## src/rtl/npc_pkg.sv

```systemverilog
// Shared NPC definitions: instruction encodings and halt controller states.
package npc_pkg;

  // EBREAK is the only encoding that halts the core; ECALL is kept here so
  // decode and the difftest harness compare against the same constant.
  localparam logic [31:0] EBREAK_INST = 32'h0010_0073;
  localparam logic [31:0] ECALL_INST  = 32'h0000_0073;

  typedef enum logic [1:0] {
    HS_RUN    = 2'd0,
    HS_DRAIN  = 2'd1,
    HS_REPORT = 2'd2,
    HS_HALT   = 2'd3
  } halt_state_e;

endpackage

```

## src/rtl/ebreak_halt_ctrl_if.sv

```systemverilog
// Retire-port / halt-report bundle between the retire logic (master) and
// the EBREAK halt controller (slave).
interface ebreak_halt_ctrl_if #(
  parameter int XLEN = 32
);

  logic            retire_valid;
  logic [31:0]     retire_inst;
  logic [XLEN-1:0] retire_pc;
  logic [XLEN-1:0] a0_data;
  logic            pipe_busy;

  logic            halt_req;
  logic            is_ebreak;
  logic            halted;
  logic [XLEN-1:0] exit_code;
  logic [XLEN-1:0] halt_pc;
  logic            drain_timeout;

  modport master (
    output retire_valid, retire_inst, retire_pc, a0_data, pipe_busy,
    input  halt_req, is_ebreak, halted, exit_code, halt_pc, drain_timeout
  );

  modport slave (
    input  retire_valid, retire_inst, retire_pc, a0_data, pipe_busy,
    output halt_req, is_ebreak, halted, exit_code, halt_pc, drain_timeout
  );

endinterface

```

## src/rtl/ebreak_halt_ctrl.sv

```systemverilog
// EBREAK halt controller: freezes the front end on EBREAK retirement,
// drains in-flight work (bounded by DRAIN_MAX cycles), then reports the
// halt once to the DPI ebreak stage and parks until reset.
module ebreak_halt_ctrl
  import npc_pkg::*;
#(
  parameter int XLEN      = 32,
  parameter int DRAIN_MAX = 16
) (
  input  logic               clk,
  input  logic               rst_n,
  ebreak_halt_ctrl_if.slave  bus
);

  localparam int CNT_W = $clog2(DRAIN_MAX + 1);
  localparam logic [CNT_W-1:0] CNT_LAST = CNT_W'(DRAIN_MAX - 1);

  localparam logic [1:0] RUN    = HS_RUN;
  localparam logic [1:0] DRAIN  = HS_DRAIN;
  localparam logic [1:0] REPORT = HS_REPORT;
  localparam logic [1:0] HALT   = HS_HALT;

  logic [1:0]      state;
  logic [CNT_W-1:0] drain_cnt;
  logic            halt_req_q;
  logic            is_ebreak_q;
  logic            halted_q;
  logic            drain_timeout_q;
  logic [XLEN-1:0] exit_code_q;
  logic [XLEN-1:0] halt_pc_q;
  logic            ebreak_hit;

  // Only an exact EBREAK encoding on a valid retirement starts a halt.
  assign ebreak_hit = bus.retire_valid && (bus.retire_inst == EBREAK_INST);

  // Halt sequencer: every output is a register updated on the state transition
  // that makes it true, so nothing downstream sees decode glitches.
  always_ff @(posedge clk or negedge rst_n) begin
    // NOTE: state and datapath registers here are all reset; halt_pc and
    // exit_code must read 0 after reset, so they are not left uninitialised.
    if (!rst_n) begin
      state           <= RUN;
      drain_cnt       <= '0;
      halt_req_q      <= 1'b0;
      is_ebreak_q     <= 1'b0;
      halted_q        <= 1'b0;
      drain_timeout_q <= 1'b0;
      exit_code_q     <= '0;
      halt_pc_q       <= '0;
    end else begin
      // NOTE: non-blocking assignments so every branch sees the pre-edge state.
      case (state)
        RUN: begin
          if (ebreak_hit) begin
            halt_pc_q   <= bus.retire_pc;
            exit_code_q <= bus.a0_data;
            drain_cnt   <= '0;
            halt_req_q  <= 1'b1;
            state       <= DRAIN;
          end
        end
        DRAIN: begin
          // A clean drain takes priority over a timeout in the same cycle.
          if (!bus.pipe_busy) begin
            is_ebreak_q <= 1'b1;
            state       <= REPORT;
          end else if (drain_cnt == CNT_LAST) begin
            drain_timeout_q <= 1'b1;
            is_ebreak_q     <= 1'b1;
            state           <= REPORT;
          end else begin
            drain_cnt <= drain_cnt + CNT_W'(1);
          end
        end
        REPORT: begin
          is_ebreak_q <= 1'b0;
          halted_q    <= 1'b1;
          state       <= HALT;
        end
        HALT: begin
          // Absorbing: only reset leaves this state.
        end
        default: begin
          state <= RUN;
        end
      endcase
    end
  end

  assign bus.halt_req      = halt_req_q;
  assign bus.is_ebreak     = is_ebreak_q;
  assign bus.halted        = halted_q;
  assign bus.drain_timeout = drain_timeout_q;
  assign bus.exit_code     = exit_code_q;
  assign bus.halt_pc       = halt_pc_q;

endmodule
```

## src/flat_wrapper.sv

```systemverilog
// flat-port wrapper written by rule: the top's interface ports become plain ports
module ebreak_halt_ctrl_flat import npc_pkg::*;
#(
  parameter int XLEN      = 32,
  parameter int DRAIN_MAX = 16
)
  (clk, rst_n, bus_retire_valid, bus_retire_inst, bus_retire_pc, bus_a0_data, bus_pipe_busy, bus_halt_req, bus_is_ebreak, bus_halted, bus_exit_code, bus_halt_pc, bus_drain_timeout);
  ebreak_halt_ctrl_if #(.XLEN(XLEN)) bus_i ();
  input  logic clk;
  input  logic rst_n;
  input wire logic [$bits(bus_i.retire_valid)-1:0] bus_retire_valid;
  input wire logic [$bits(bus_i.retire_inst)-1:0] bus_retire_inst;
  input wire logic [$bits(bus_i.retire_pc)-1:0] bus_retire_pc;
  input wire logic [$bits(bus_i.a0_data)-1:0] bus_a0_data;
  input wire logic [$bits(bus_i.pipe_busy)-1:0] bus_pipe_busy;
  output wire logic [$bits(bus_i.halt_req)-1:0] bus_halt_req;
  output wire logic [$bits(bus_i.is_ebreak)-1:0] bus_is_ebreak;
  output wire logic [$bits(bus_i.halted)-1:0] bus_halted;
  output wire logic [$bits(bus_i.exit_code)-1:0] bus_exit_code;
  output wire logic [$bits(bus_i.halt_pc)-1:0] bus_halt_pc;
  output wire logic [$bits(bus_i.drain_timeout)-1:0] bus_drain_timeout;
  assign bus_i.retire_valid = bus_retire_valid;
  assign bus_i.retire_inst = bus_retire_inst;
  assign bus_i.retire_pc = bus_retire_pc;
  assign bus_i.a0_data = bus_a0_data;
  assign bus_i.pipe_busy = bus_pipe_busy;
  assign bus_halt_req = bus_i.halt_req;
  assign bus_is_ebreak = bus_i.is_ebreak;
  assign bus_halted = bus_i.halted;
  assign bus_exit_code = bus_i.exit_code;
  assign bus_halt_pc = bus_i.halt_pc;
  assign bus_drain_timeout = bus_i.drain_timeout;
  ebreak_halt_ctrl #(.XLEN(XLEN), .DRAIN_MAX(DRAIN_MAX)) u_core (.clk(clk), .rst_n(rst_n), .bus(bus_i));
endmodule
```

## config.mk

```make
export PLATFORM = sky130hd
export DESIGN_NAME = ebreak_halt_ctrl_flat
export DESIGN_NICKNAME = d
export VERILOG_FILES = /design/src/rtl/npc_pkg.sv /design/src/rtl/ebreak_halt_ctrl_if.sv /design/src/rtl/ebreak_halt_ctrl.sv /design/src/flat_wrapper.sv
export SDC_FILE = /design/constraint.sdc
export NUM_CORES = 1
export LEC_CHECK = 0
export ABC_AREA = 1
export CAP_MARGIN = 0
export CORE_MARGIN = 4
export CORE_UTILIZATION = 28
export DETAILED_ROUTE_END_ITERATION = 8
export DONT_BUFFER_PORTS = 1
export MAX_ROUTING_LAYER = met4
export PLACE_DENSITY = 0.43
export SLEW_MARGIN = 20
export SYNTH_ARGS = -nofsm -noshare
export SYNTH_HDL_FRONTEND = slang
export SYNTH_SLANG_ARGS = --single-unit
```

## constraint.sdc

```tcl
create_clock -name clk -period 2.35 [get_ports clk]
set_input_delay 0.235 -clock clk [delete_from_list [all_inputs] [get_ports clk]]
set_output_delay 0.235 -clock clk [all_outputs]
set_load 0.01 [all_outputs]
```

Figure 1. Routed clock nets over the placement.
Bar = 20 um.
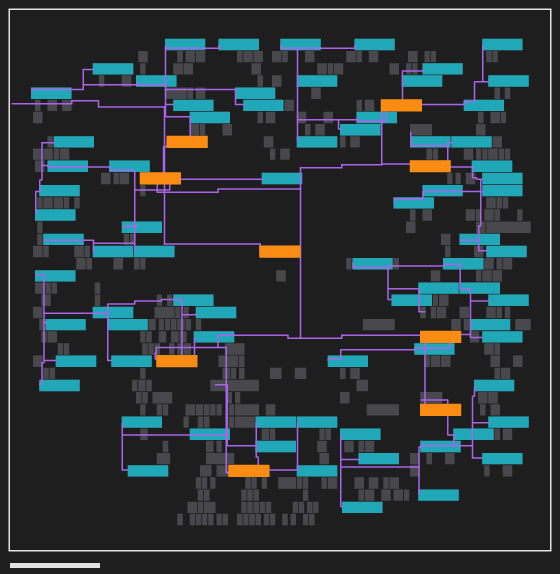
Key: cyan = flip-flops [count 75]; purple = clock wires [length 1,120 um]; orange = clock drivers [count 9]
Position of the flops: spread over the die. There are 10 routed clock nets.
clk_lat worst skew: 0.33 ns
P_clk: 1420 uW
Clk pwr share: 51.5%

Figure 2. Where the registers sit.
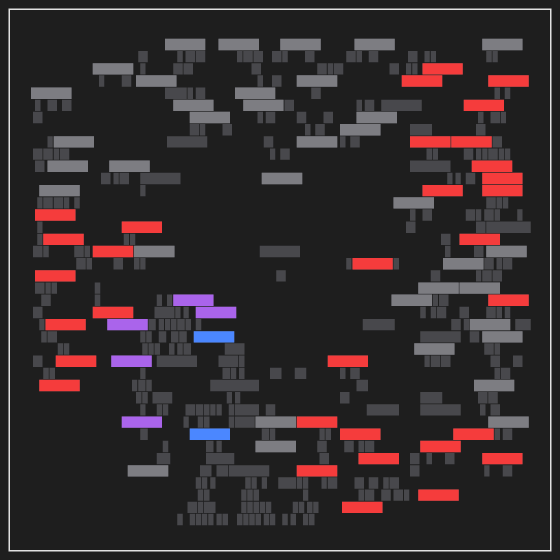
Key: blue = u_core.state [sequential cells 2]; purple = u_core.drain_cnt [sequential cells 5, where middle left]; red = u_core.bus.exit_code [sequential cells 32, where spread over the die]
Another 36 sequential cells are not coloured.
Util after Layout: 32.76%
P_seq: 1290 uW
register area: 1877 um2

Figure 3. Drive-strength map.
Bar = 20 um.
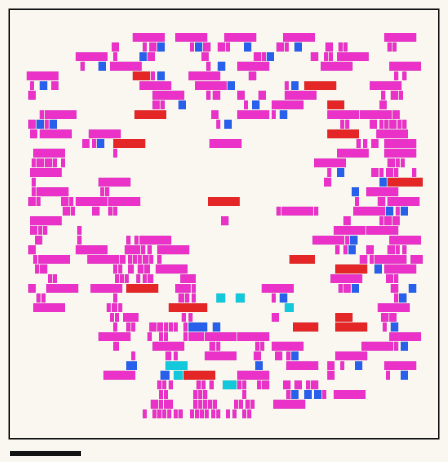
Key: red = _6 and larger [cells 16]; cyan = _3 and _4 cells [cells 6]; blue = _2 cells [cells 44]; magenta = _0 and _1 cells [cells 333]
fin area: 4000 um2
P&R area growth vs syn: 12.73%

Figure 4. Logic cells by family.
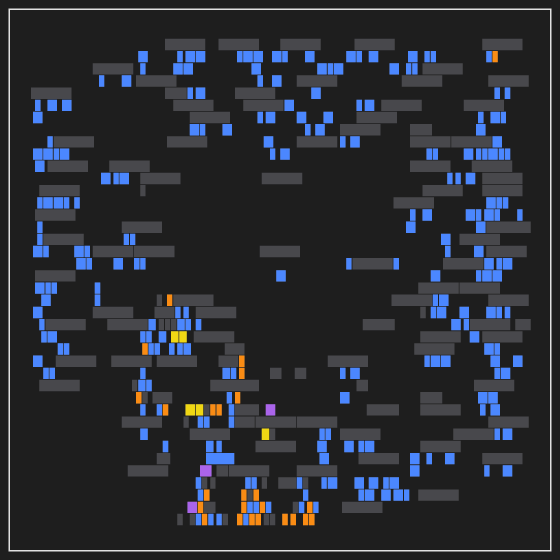
Key: purple = AND and OR gates [cells 3]; yellow = inverting AOI/OAI gates [cells 5]; orange = inverters [cells 25, where bottom centre]; blue = NAND gates [cells 239, where spread over the die]
Finished Layout Cells: 567
dominant logic cell type in the layout: nand2_1

[flip-flops by register name, summed over array words and instances (netlist names)]
name / flops
u_core.bus.drain_timeout: 1
u_core.state: 2
u_core.bus.is_ebreak: 1
u_core.bus.halt_req: 1
u_core.drain_cnt: 5
u_core.bus.exit_code: 32
u_core.bus.halted: 1
u_core.bus.halt_pc: 32
[where the power goes]
group | switching, uW | total (uW) | internal, uW
Sequential | 0 | 1290 | 1290
Combinational | 34.5 | 46.9 | 12.4
Clock | 510 | 1420 | 911
Total | 545 | 2760 | 2220
[worst reg2reg max path, cell delays in order (launching register included)]
cell,delay (ns)
dfrtp_1,0.41
ha_1,0.23
nand2_1,0.09
nor2_1,0.05
ha_1,0.21
o22ai_1,0.42
nand2_1,0.24
nand2_1,0.10
nand2_1,0.05
[logic make-up after synthesis]
family | after synthesis | synth area share (%)
flip-flops | 75 | 52.89
buffers and inverters | 53 | 7.969
AND/OR/NAND/NOR | 263 | 36.04
AND-OR/OR-AND | 6 | 0.9872
adder cells (fa/ha/maj) | 6 | 2.116
[how the worst max path moves through the flow]
| stage | from | end | slack (ns) | cells past startpoint |
|---|---|---|---|---|
| floorplan | u_core.drain_cnt[0]$_DFFE_PN0P_ | u_core.drain_cnt[0]$_DFFE_PN0P_ | 0.75 | 8 |
| global placement | u_core.state[0]$_DFFE_PN0P_ | u_core.drain_cnt[0]$_DFFE_PN0P_ | 0.49 | 7 |
| detailed placement | u_core.drain_cnt[0]$_DFFE_PN0P_ | u_core.drain_cnt[2]$_DFFE_PN0P_ | 0.43 | 8 |
| CTS | u_core.drain_cnt[0]$_DFFE_PN0P_ | u_core.drain_cnt[0]$_DFFE_PN0P_ | 0.43 | 8 |
| global route | u_core.drain_cnt[0]$_DFFE_PN0P_ | u_core.drain_cnt[1]$_DFFE_PN0P_ | 0.31 | 8 |
| finish | u_core.drain_cnt[0]$_DFFE_PN0P_ | u_core.drain_cnt[4]$_DFFE_PN0P_ | 0.44 | 8 |
[layout make-up]
class,count,area [um2]
fill,1306,8212
sequential,75,1877
multi-input combinational,275,1404
clock buffer,15,277.8
tap,168,210.2
timing repair buffer,8,107.6
inverter,25,93.84
clock inverter,1,30.03
[routing by layer]
metal  wire (um)  vias to the layer above
met2        4391                       98
met5           0                        -
met3         970                       10
met1        3881                     1288
met4         123                        0
li1            -                     1301
[through the flow]
step	cell area, um2	setup slack, ns	util [%]
floorplan	3548	0.7519	-
global placement	3655	0.4867	29.93
detailed placement	3655	0.4315	29.93
CTS	4000	0.4287	32.76
global route	4000	0.3075	32.76
finish	4000	0.4355	32.76
[cell usage after synthesis]
library cell,instances
a21oi_1,3
a31o_2,1
and2_1,1
and2_2,1
buf_2,7
buf_4,6
buf_6,7
clkbuf_1,8
dfrtp_1,75
ha_1,6
inv_1,25
nand2_1,126
nand2_2,40
nand3_1,8
nand3_2,1
nand4_1,64
nor2_1,19
nor2_2,1
nor3b_1,1
o21ai_0,1
o22ai_1,1
or2_2,1
==> out/metrics.yaml <==
synthesis:
  ys_seq_share_pct: 52.89
  syn_avg_cell_area_um2: 8.805
  top_cell_area_share_pct: 52.89
  ys_chip_area_um2: 3548
  ys_warn_count: 0
  synth_cells: 403
  syn-num-nets: 509
  synth_top_cell_by_area: "dfrtp_1"
  ys_ff: 75
  ys_cells: 403
  top_cells_by_area: "dfrtp_1, nand2_1, nand4_1"
  ys_types: 22
  synth_area_um2: 3548
worst_setup_path:
  cp-start-kind: "flip-flop"
  arrival_ns: 2.13
  crit_chain: "ha_1 -> nand2_1 -> nor2_1 -> ha_1 -> o22ai_1 -> nand2_1 -> nand2_1 -> nand2_1"
  crit_type: "reg2reg"
  slowest_stage: "o22ai_1"
  required_ns: 2.57
  critical_path.max_stage_delay_ns: 0.42
  critPathMaxFanout: 6
  rr_endpoint: "u_core.drain_cnt[4]$_DFFE_PN0P_"
  cp_top_family: "simple AND/OR/NAND/NOR gates"
  worstSetupEndpointType: "flip-flop"
final_layout:
  n_antenna_cell: 0
  final_cell_mix: "nand2_1, dfrtp_1, nand4_1"
  nets: 500
grt:
  grt_pass1_wl_mm: 14.70
  use_met1_pct: 16.10
  grt_pass1_vias: 2732
  grt.busiest_layer: "met2"
  use_met2_pct: 19.98
  antenna_found_initial: 0
  grt_use_total_pct: 13.40
  grt_util_met3_pct: 6.034
  grt_overflow: 0
placement:
  portBuffers: 0
  gp_congestion: 0.7112
  dp_cells: 549
  post-dp-hpwl_mm: 6.151
clock_tree:
  cts_resized: 0
  clock-sinks: 75
  tritoncts: "done"
  post_cts_buffers: 0
  clk_pin_slew_ns: 0.06
  postCtsHoldBufs: 2
  clockBufferDepth: 2
  cts-root-buf: "clkbuf_16"
  htreeDepth: 3
routing:
  drt_pass1_iterations: 4
  drc: 0
  drt_wl_total_mm: 9.367
  avgViaCountPerCell: 4.757
sta:
  fin_crit_sh_pct: 81.47
  hold_ws_ns: 0.05523
  worst_pin_slew_ns: 0.6807
  hold_viol: 0
  setup_tns_ns: 0
  relSlewSlack_pct: 54.62
  rsz0062_at_grt: "false"
  setup_viol: 0
  max_freq_mhz: 522.3
  skew_ns: 0.005853
floorplan:
  die_h_um: 120.6
  rows: 40
  die_area_um2: 14540
  initial_core_util_pct: 29.06
flow_run:
  warnings: 29
  max-cap-violations: 0
outcome:
  status: "finished, final reports clean"
power_and_ir_drop:
  cellPowerDensity_nw_per_um2: 689.9
  total_power_uw: 2760
min_path:
  worstHoldPathType: "in2reg"
  hold_path_end: "u_core.bus.halt_pc[7]$_DFFE_PN0P_"
  min_delay_path_depth: 2
Power and IR drop assume default switching activity.
